==> run_1/placed.png <==
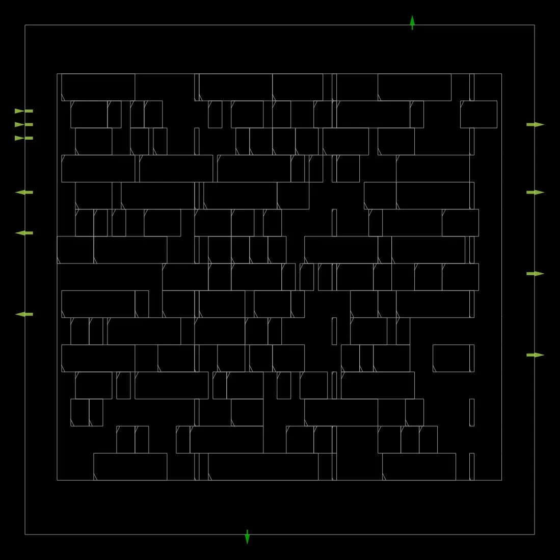
==> run_1/pinout.png <==
Scale: 10 px per um. Pins as bars across the die edge, other pins in gray.
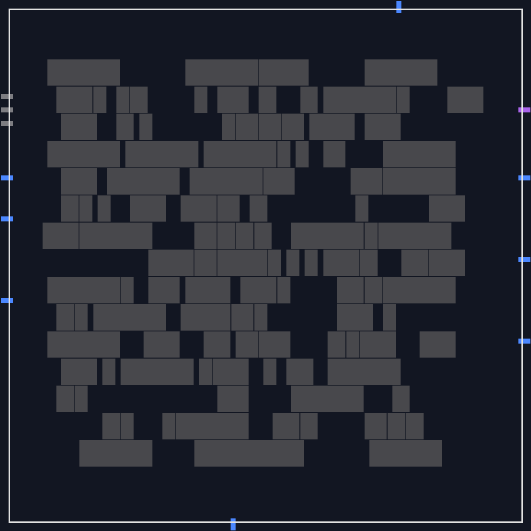
==> run_1/port_trees.png <==
Scale: 6 px per um.
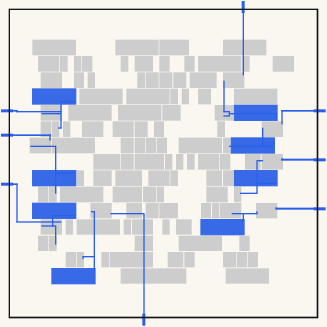
[src/rtl/temp_to_dig_if.sv]
// rtl/temp_to_dig_if.sv - sensor-side bundle: raw comparator input and latched temperature code
interface temp_to_dig_if;
  logic       comp_out;
  logic [7:0] temp;
  logic       temp_valid;

  modport master (
    output comp_out,
    input  temp,
    input  temp_valid
  );

  modport slave (
    input  comp_out,
    output temp,
    output temp_valid
  );
endinterface

[src/rtl/temp_to_dig.sv]
// rtl/temp_to_dig.sv - counts synchronized comparator rising edges per fixed window into an 8-bit code
// Optional macro TEMP_TO_DIG_AVG_EN: report the mean of the current and previous window counts.
module temp_to_dig #(
  parameter int WINDOW      = 16,
  parameter int SYNC_STAGES = 2
) (
  input  logic         clk,
  input  logic         reset,
  temp_to_dig_if.slave bus
);
  localparam int WCNT_W = $clog2(WINDOW);

  logic [SYNC_STAGES-1:0] sync_q;
  logic                   prev;
  logic                   edge_det;
  logic [WCNT_W-1:0]      wcnt;
  logic                   closing;
  logic [7:0]             ecnt;
  logic [7:0]             count_sat;
  logic [7:0]             temp_q;
  logic                   temp_valid_q;

  assign edge_det  = sync_q[SYNC_STAGES-1] & ~prev;
  assign closing   = (wcnt == WCNT_W'(WINDOW - 1));
  assign count_sat = (edge_det && (ecnt != 8'hff)) ? ecnt + 8'd1 : ecnt;

  // Preloading the chain with the live level keeps a level held across reset from looking like an edge.
  always_ff @(posedge clk) begin
    if (reset) begin
      sync_q <= {SYNC_STAGES{bus.comp_out}};
      prev   <= bus.comp_out;
    end else begin
      sync_q <= {sync_q[SYNC_STAGES-2:0], bus.comp_out};
      prev   <= sync_q[SYNC_STAGES-1];
    end
  end

  always_ff @(posedge clk) begin
    if (reset) begin
      wcnt <= '0;
      ecnt <= '0;
    end else if (closing) begin
      wcnt <= '0;
      ecnt <= '0;
    end else begin
      wcnt <= wcnt + 1'b1;
      ecnt <= count_sat;
    end
  end

`ifdef TEMP_TO_DIG_AVG_EN
  logic [7:0] last_q;
  logic       have_last;
  logic [8:0] avg_sum;

  assign avg_sum = {1'b0, count_sat} + {1'b0, last_q};

  always_ff @(posedge clk) begin
    if (reset) begin
      temp_q       <= '0;
      temp_valid_q <= 1'b0;
      last_q       <= '0;
      have_last    <= 1'b0;
    end else begin
      temp_valid_q <= closing;
      if (closing) begin
        temp_q    <= have_last ? avg_sum[8:1] : count_sat;
        last_q    <= count_sat;
        have_last <= 1'b1;
      end
    end
  end
`else
  always_ff @(posedge clk) begin
    if (reset) begin
      temp_q       <= '0;
      temp_valid_q <= 1'b0;
    end else begin
      temp_valid_q <= closing;
      if (closing) begin
        temp_q <= count_sat;
      end
    end
  end
`endif

  assign bus.temp       = temp_q;
  assign bus.temp_valid = temp_valid_q;
endmodule

[src/flat_wrapper.sv]
// flat-port wrapper written by rule: the top's interface ports become plain ports
module temp_to_dig_flat 
#(
  parameter int WINDOW      = 16,
  parameter int SYNC_STAGES = 2
)
  (clk, reset, bus_comp_out, bus_temp, bus_temp_valid);
  temp_to_dig_if bus_i ();
  input  logic clk;
  input  logic reset;
  input wire logic [$bits(bus_i.comp_out)-1:0] bus_comp_out;
  output wire logic [$bits(bus_i.temp)-1:0] bus_temp;
  output wire logic [$bits(bus_i.temp_valid)-1:0] bus_temp_valid;
  assign bus_i.comp_out = bus_comp_out;
  assign bus_temp = bus_i.temp;
  assign bus_temp_valid = bus_i.temp_valid;
  temp_to_dig #(.WINDOW(WINDOW), .SYNC_STAGES(SYNC_STAGES)) u_core (.clk(clk), .reset(reset), .bus(bus_i));
endmodule
[config.mk]
export PLATFORM = sky130hd
export DESIGN_NAME = temp_to_dig_flat
export DESIGN_NICKNAME = d
export VERILOG_FILES = /design/src/rtl/temp_to_dig_if.sv /design/src/rtl/temp_to_dig.sv /design/src/flat_wrapper.sv
export SDC_FILE = /design/constraint.sdc
export NUM_CORES = 1
export LEC_CHECK = 0
export CAP_MARGIN = 20
export CELL_PAD_IN_SITES_DETAIL_PLACEMENT = 0
export CELL_PAD_IN_SITES_GLOBAL_PLACEMENT = 1
export CORE_MARGIN = 3
export CORE_UTILIZATION = 46
export CTS_BUF_LIST = sky130_fd_sc_hd__clkbuf_8
export DETAILED_ROUTE_END_ITERATION = 6
export GPL_ROUTABILITY_DRIVEN = 0
export GPL_TIMING_DRIVEN = 0
export PLACE_DENSITY_LB_ADDON = 0.1
export SLEW_MARGIN = 10
export SYNTH_ARGS = -nofsm -noshare
export SYNTH_HDL_FRONTEND = slang
export SYNTH_SLANG_ARGS = --single-unit
[constraint.sdc]
create_clock -name clk -period 4.6 [get_ports clk]
set_input_delay 0.69 -clock clk [delete_from_list [all_inputs] [get_ports clk]]
set_output_delay 0.69 -clock clk [all_outputs]
set_load 0.02 [all_outputs]
==> results.toml, run 1 <==
# synthesis and place-and-route metrics
[detailed_routing]
maxUsedRoutingLayer = "met4"
drcViolationCount = 0
wl_met3_um = 68
num_vias = 733

[logic_synthesis]
synth.area.mux_share_pct = 3.20
ys_types = 33
ys_warn_count = 0
area_leaders = "dfxtp_1 (51%), nand2_1 (5.2%), o21ai_0 (3.7%)"
synth_top_area_share_pct = 51.3
ff_type = "dfxtp_1"
xor_share_pct = 3.74

[pwr]
power_clock_w = 0.000182
ir_drop_mv = 0.232
comb_cell_power_w = 0.0000167
switching_share_pct = 19.0
p_seq_w = 0.000217
power-top-group = "sequential cells"

[cells_and_area]
seq_area_sq_um = 480
area_growth_pct = 22.7

[min_path]
min_from = "u_core.sync_q[0]"
holdPathStages = 2

[sta]
finalCritPeriodShare_pct = 43.0
holdWs_ns = 0.438
skew_ns = 0.00288
fin_tns_setup_ns = 0

[grt]
globalRouteOverflowTotal = 0
grt_pass1_vias = 722
grt_antenna_before_repair = 0

[setup_path]
startpoint_type = "input pin"
cp-startpoint = "reset"
path_class = "input pin to register"
cp.arrival_ns = 2.19
worstRegToRegCells = 6
cp_max_fo = 8
r2r_slack_ns = 2.89

[clock_tree]
clkTransAtPathRegs_ns = 0.08
cts.repair.resized = 0
cts_tree = "yes"
clock_latency_ns = 0.26
cts_root_buf = "clkbuf_8"
numCtsBuffers = 3

[floorplanning]
chip_area_sq_um = 2610
rows = 15
fp-utilization_pct = 51.5

[place]
dp_hpwl_um = 1190

[run_status]
status = "finished clean"
Back to the opening pictures, placed.png:
CORE AREA: 1820 sq um
final core occ: 63.2%
Seq/total area: 41.8%

Back to the opening pictures, pinout.png:
| port | color | pins | direction | edge |
|---|---|---|---|---|
| bus_temp_valid | purple | 1 | output | east |
| bus_temp | blue | 8 | output | 3 west, 3 east, 1 north, 1 south |
all pins by edge: 6 west, 4 east, 1 north, 1 south
die height: 51.1 um
Die Width: 51.1 um
input/output buffers: 11

Back to the opening pictures, port_trees.png:
| port | color | bits | direction | end cells | buffers | wire |
|---|---|---|---|---|---|---|
| bus_temp | blue | 8 | output | 8 | 8 | 176 um |
I/O pins: 12

[run 1: per-layer routing]
layer  global-route usage, %  vias up
met3                    3.50        4
met2                    25.1       14
li1                        -      385
met4                    8.07        0
met1                    21.3      330
met5                       0        -
[run 1: cell type report]
class                      instances  area share, %
buffer                             3           1.20
timing repair buffer              11           9.58
inverter                           4           1.31
sequential                        24           41.8
clock inverter                     1           2.61
clock buffer                       3           3.59
tap                               25           2.72
multi-input combinational         70           37.2
[run 1: cell usage in the layout, fill, tap and decap left out, types with 2 or more instances in the layout]
cell type	instances
xor2_1	3
nand4_1	2
clkbuf_8	3
mux2i_1	3
nor2_1	9
ha_1	2
nand2_1	13
clkdlybuf4s50_1	11
inv_1	4
and2_1	2
o21ai_0	7
buf_2	2
a21oi_1	4
o211ai_1	2
nand3_1	4
dfxtp_1	24
or4_1	2
--- run 2 (diff from run 1) ---
Settings changed: CORE_UTILIZATION 46 to 38.
Clock period 4.6 ns to 1.6 ns, I/O delays scaled along.
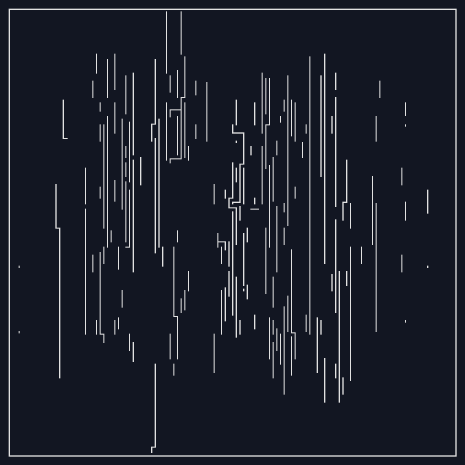
(run_2/m2.png)
Scale: 8 px per um.
nets with wire on the layer: 103
share of all routed wire: 45%
met2 usage: 20.4%
vias post-DR: 757
total routed wirelength: 1820 um

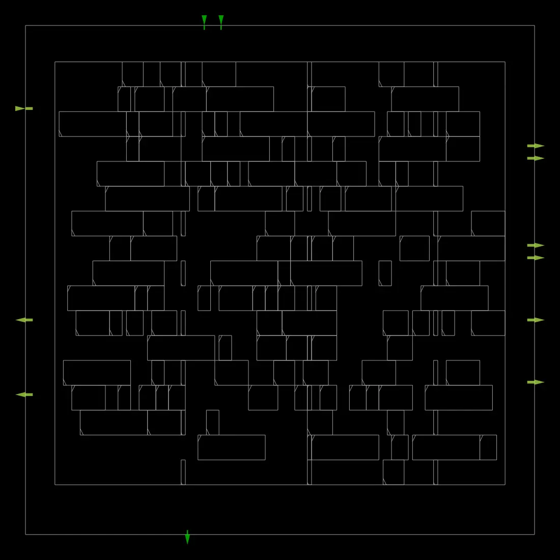
(run_2/placed.png)
final core occ: 52.6%
fin cells: 146

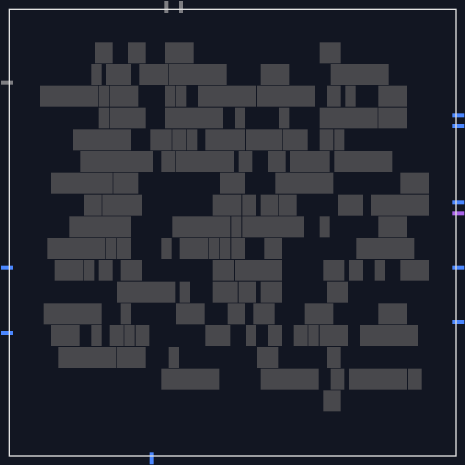
(run_2/pinout.png)
Scale: 8 px per um. Pins as bars across the die edge, other pins in gray.
Die Width: 55.7 um
die height: 55.7 um

==> run 2 against run 1 <==
  * Count of clock-buffer cells in the layout is the same
  * Cell count is 3.5% higher
  * Global-route usage is 3.2 points lower
  * Worst setup slack worse by 2.5 ns
  * Final area increased by 4.1%
  * Combinational power increased to 3.5 times the previous value
  * Critical path depth is the same
  * Power is 150% higher
  * Routed wire length grew 6.9%
  * Synthesized cell count unchanged
  * Critical path type is now register to register
  * Highest routed layer unchanged
==> results.toml, run 2 <==
# synthesis and place-and-route metrics
[setup_path]
cp_max_fo = 3
path_class = "register to register"
startpoint_type = "register"
worstRegToRegCells = 5
r2r_slack_ns = 0.08
cp.arrival_ns = 1.73

[logic_synthesis]
synth.area.mux_share_pct = 3.20
ys_warn_count = 0
ys_types = 33
synth_top_area_share_pct = 51.3

[floorplanning]
io_pins = 12
fp.coreArea_sq_um = 2280
chip_area_sq_um = 3100
fp-utilization_pct = 41.2

[grt]
globalRouteOverflowTotal = 0
grt_antenna_before_repair = 0

[pwr]
power_clock_w = 0.000345
ir_drop_mv = 0.637
comb_cell_power_w = 0.0000579
switching_share_pct = 21.4
power-top-group = "sequential cells"

[cells_and_area]
area_growth_pct = 27.8
final_cell_mix = "dfxtp_1 (22), nand2_1 (11), clkdlybuf4s50_1 (11)"
lay_top_count = "dfxtp_1"

[place]
portBuffers = 11
dp_hpwl_um = 1220

[clock_tree]
cts_root_buf = "clkbuf_8"
clkTransAtPathRegs_ns = 0.08
cts.repair.resized = 5
clock_latency_ns = 0.26
cts_tree = "yes"

[min_path]
holdPathStages = 1
min_from = "bus_comp_out"

[sta]
finalCritPeriodShare_pct = 95.3
skew_ns = 0.00280
fin_tns_setup_ns = 0
holdWs_ns = 0.447

[run_status]
status = "finished clean"
==> run 2: cell counts after synthesis <==
No cell type changed its count.
==> run 2: routing by layer <==
layer / GRT usage (%) / vias to the layer above / wire length (um)
li1: - / 394 / -
met1: 17.3 / 345 / 884
met2: 20.4 / 16 / 826
met3: 4.87 / 2 / 101
met4: 2.08 / 0 / 4
met5: 0 / - / 0
==> run 2: critical path, stage by stage, from the launching register on <==
cell     delay, ns
dfxtp_2       0.36
ha_4          0.16
nand3_2       0.06
or2_1         0.29
or4_1         0.51
nand3_1       0.09
==> run 2: final cells by class <==
class | instances | area [sq um]
Inverter | 4 | 15.0
Tap cell | 28 | 35.0
Clock buffer | 3 | 41.3
Buffer | 2 | 8.76
Fill cell | 222 | 1080
Timing Repair Buffer | 15 | 140
Sequential cell | 24 | 483
Multi-Input combinational cell | 70 | 474
--- run 3 (diff from run 2) ---
Settings changed: SLEW_MARGIN 10 to 20.
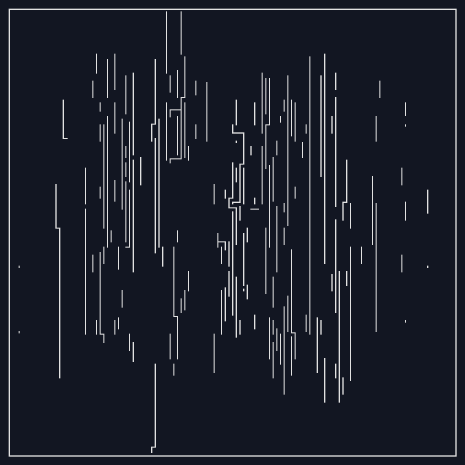
(run_3/m2.png)
Scale: 8 px per um.
wire length on this layer: 826 um
longest straight run: 34.7 um
nets with wire on the layer: 103
main direction: vertical

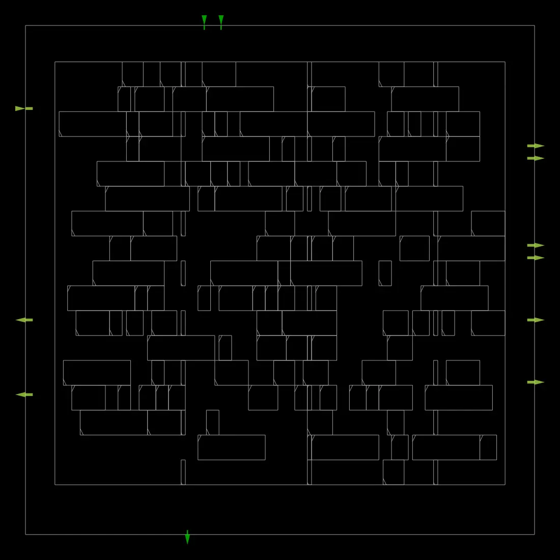
(run_3/placed.png)
CORE AREA: 2280 sq um
total of fill cells in the finished design: 222
TAP cells: 28
flip-flops: 24

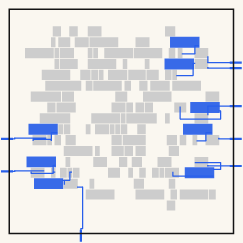
(run_3/port_trees.png)
Scale: 4 px per um.
| port | color | bits | direction | end cells | buffers | wire |
|---|---|---|---|---|---|---|
| bus_temp | blue | 8 | output | 8 | 8 | 140 um |

==> run 3 against run 2 <==
  * First-iteration DRC count unchanged
  * Critical endpoint unchanged
  * Routed wire length did not move
  * Via count is the same
  * Clock power about the same
  * Cell count stayed put
  * Critical path type unchanged
  * Flip-flop count stayed put
  * Register-to-register slack barely moved
  * Non-clock buffer count is the same
  * Die area did not move
  * Sequential share of layout area stayed put
==> results.toml, run 3 <==
# synthesis and place-and-route metrics
[pwr]
comb_cell_power_w = 0.0000579
power-top-group = "sequential cells"

[setup_path]
cp_max_fo = 3

[logic_synthesis]
area_leaders = "dfxtp_1 (51%), nand2_1 (5.2%), o21ai_0 (3.7%)"
ys_warn_count = 0
ff_type = "dfxtp_1"

[grt]
grt_antenna_before_repair = 0
globalRouteOverflowTotal = 0
met1_usage_pct = 17.3

[detailed_routing]
wl_met2_um = 826
wl_met3_um = 101

[place]
portBuffers = 11

[cells_and_area]
area_growth_pct = 27.8
clk_share_pct = 3.45
logic_area_sq_um = 474
final_core_util_pct = 52.6
seq_share_pct = 40.3

[sta]
finalCritPeriodShare_pct = 95.3
fin_tns_setup_ns = 0

[run_status]
status = "finished clean"

[floorplanning]
io_pins = 12
fp-utilization_pct = 41.2

[clock_tree]
clkTransAtPathRegs_ns = 0.08
[run 3: cell counts in the layout (fill, tap and decap cells not counted)]
No cell type changed its count.
[run 3: worst paths after layout]
check	start	endpoint	slack, ns	cells after the start
max reg2reg	u_core.wcnt[1]	u_core.bus.temp[3]	0.08	5
min	bus_comp_out	u_core.sync_q[0]	0.45	1
max	u_core.wcnt[1]	u_core.bus.temp[3]	0.08	5
min reg2reg	u_core.bus.temp[1]	u_core.bus.temp[1]	0.45	2
[run 3: critical path, stage by stage, from the launching register on]
cell and delay [ns]:
dfxtp_2 0.36, ha_4 0.16, nand3_2 0.06, or2_1 0.29
or4_1 0.51, nand3_1 0.09
[run 3: repair_timing]
item                                    4_1_cts  5_1_grt
setup buffers                                 3        1
resized                                       5        8
endpoints found under the setup margin        1        9
pin swaps                                     0        3

==> screenshots <==
Routed metal, one color a layer.
Plate I
Scale: 6 px per um. Only two layers are drawn.
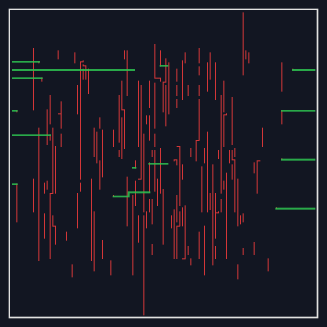
Plate II
Scale: 4 px per um. Only two layers are drawn.
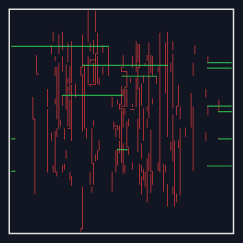
- largest die: Plate II
Plate II is run 3.
Plate I is run 1.

Key to Plate II:
| layer | color | wire length |
|---|---|---|
| M2 | red | 826 um |
| M3 | green | 102 um |

Power is estimated from default activity; no workload was simulated.
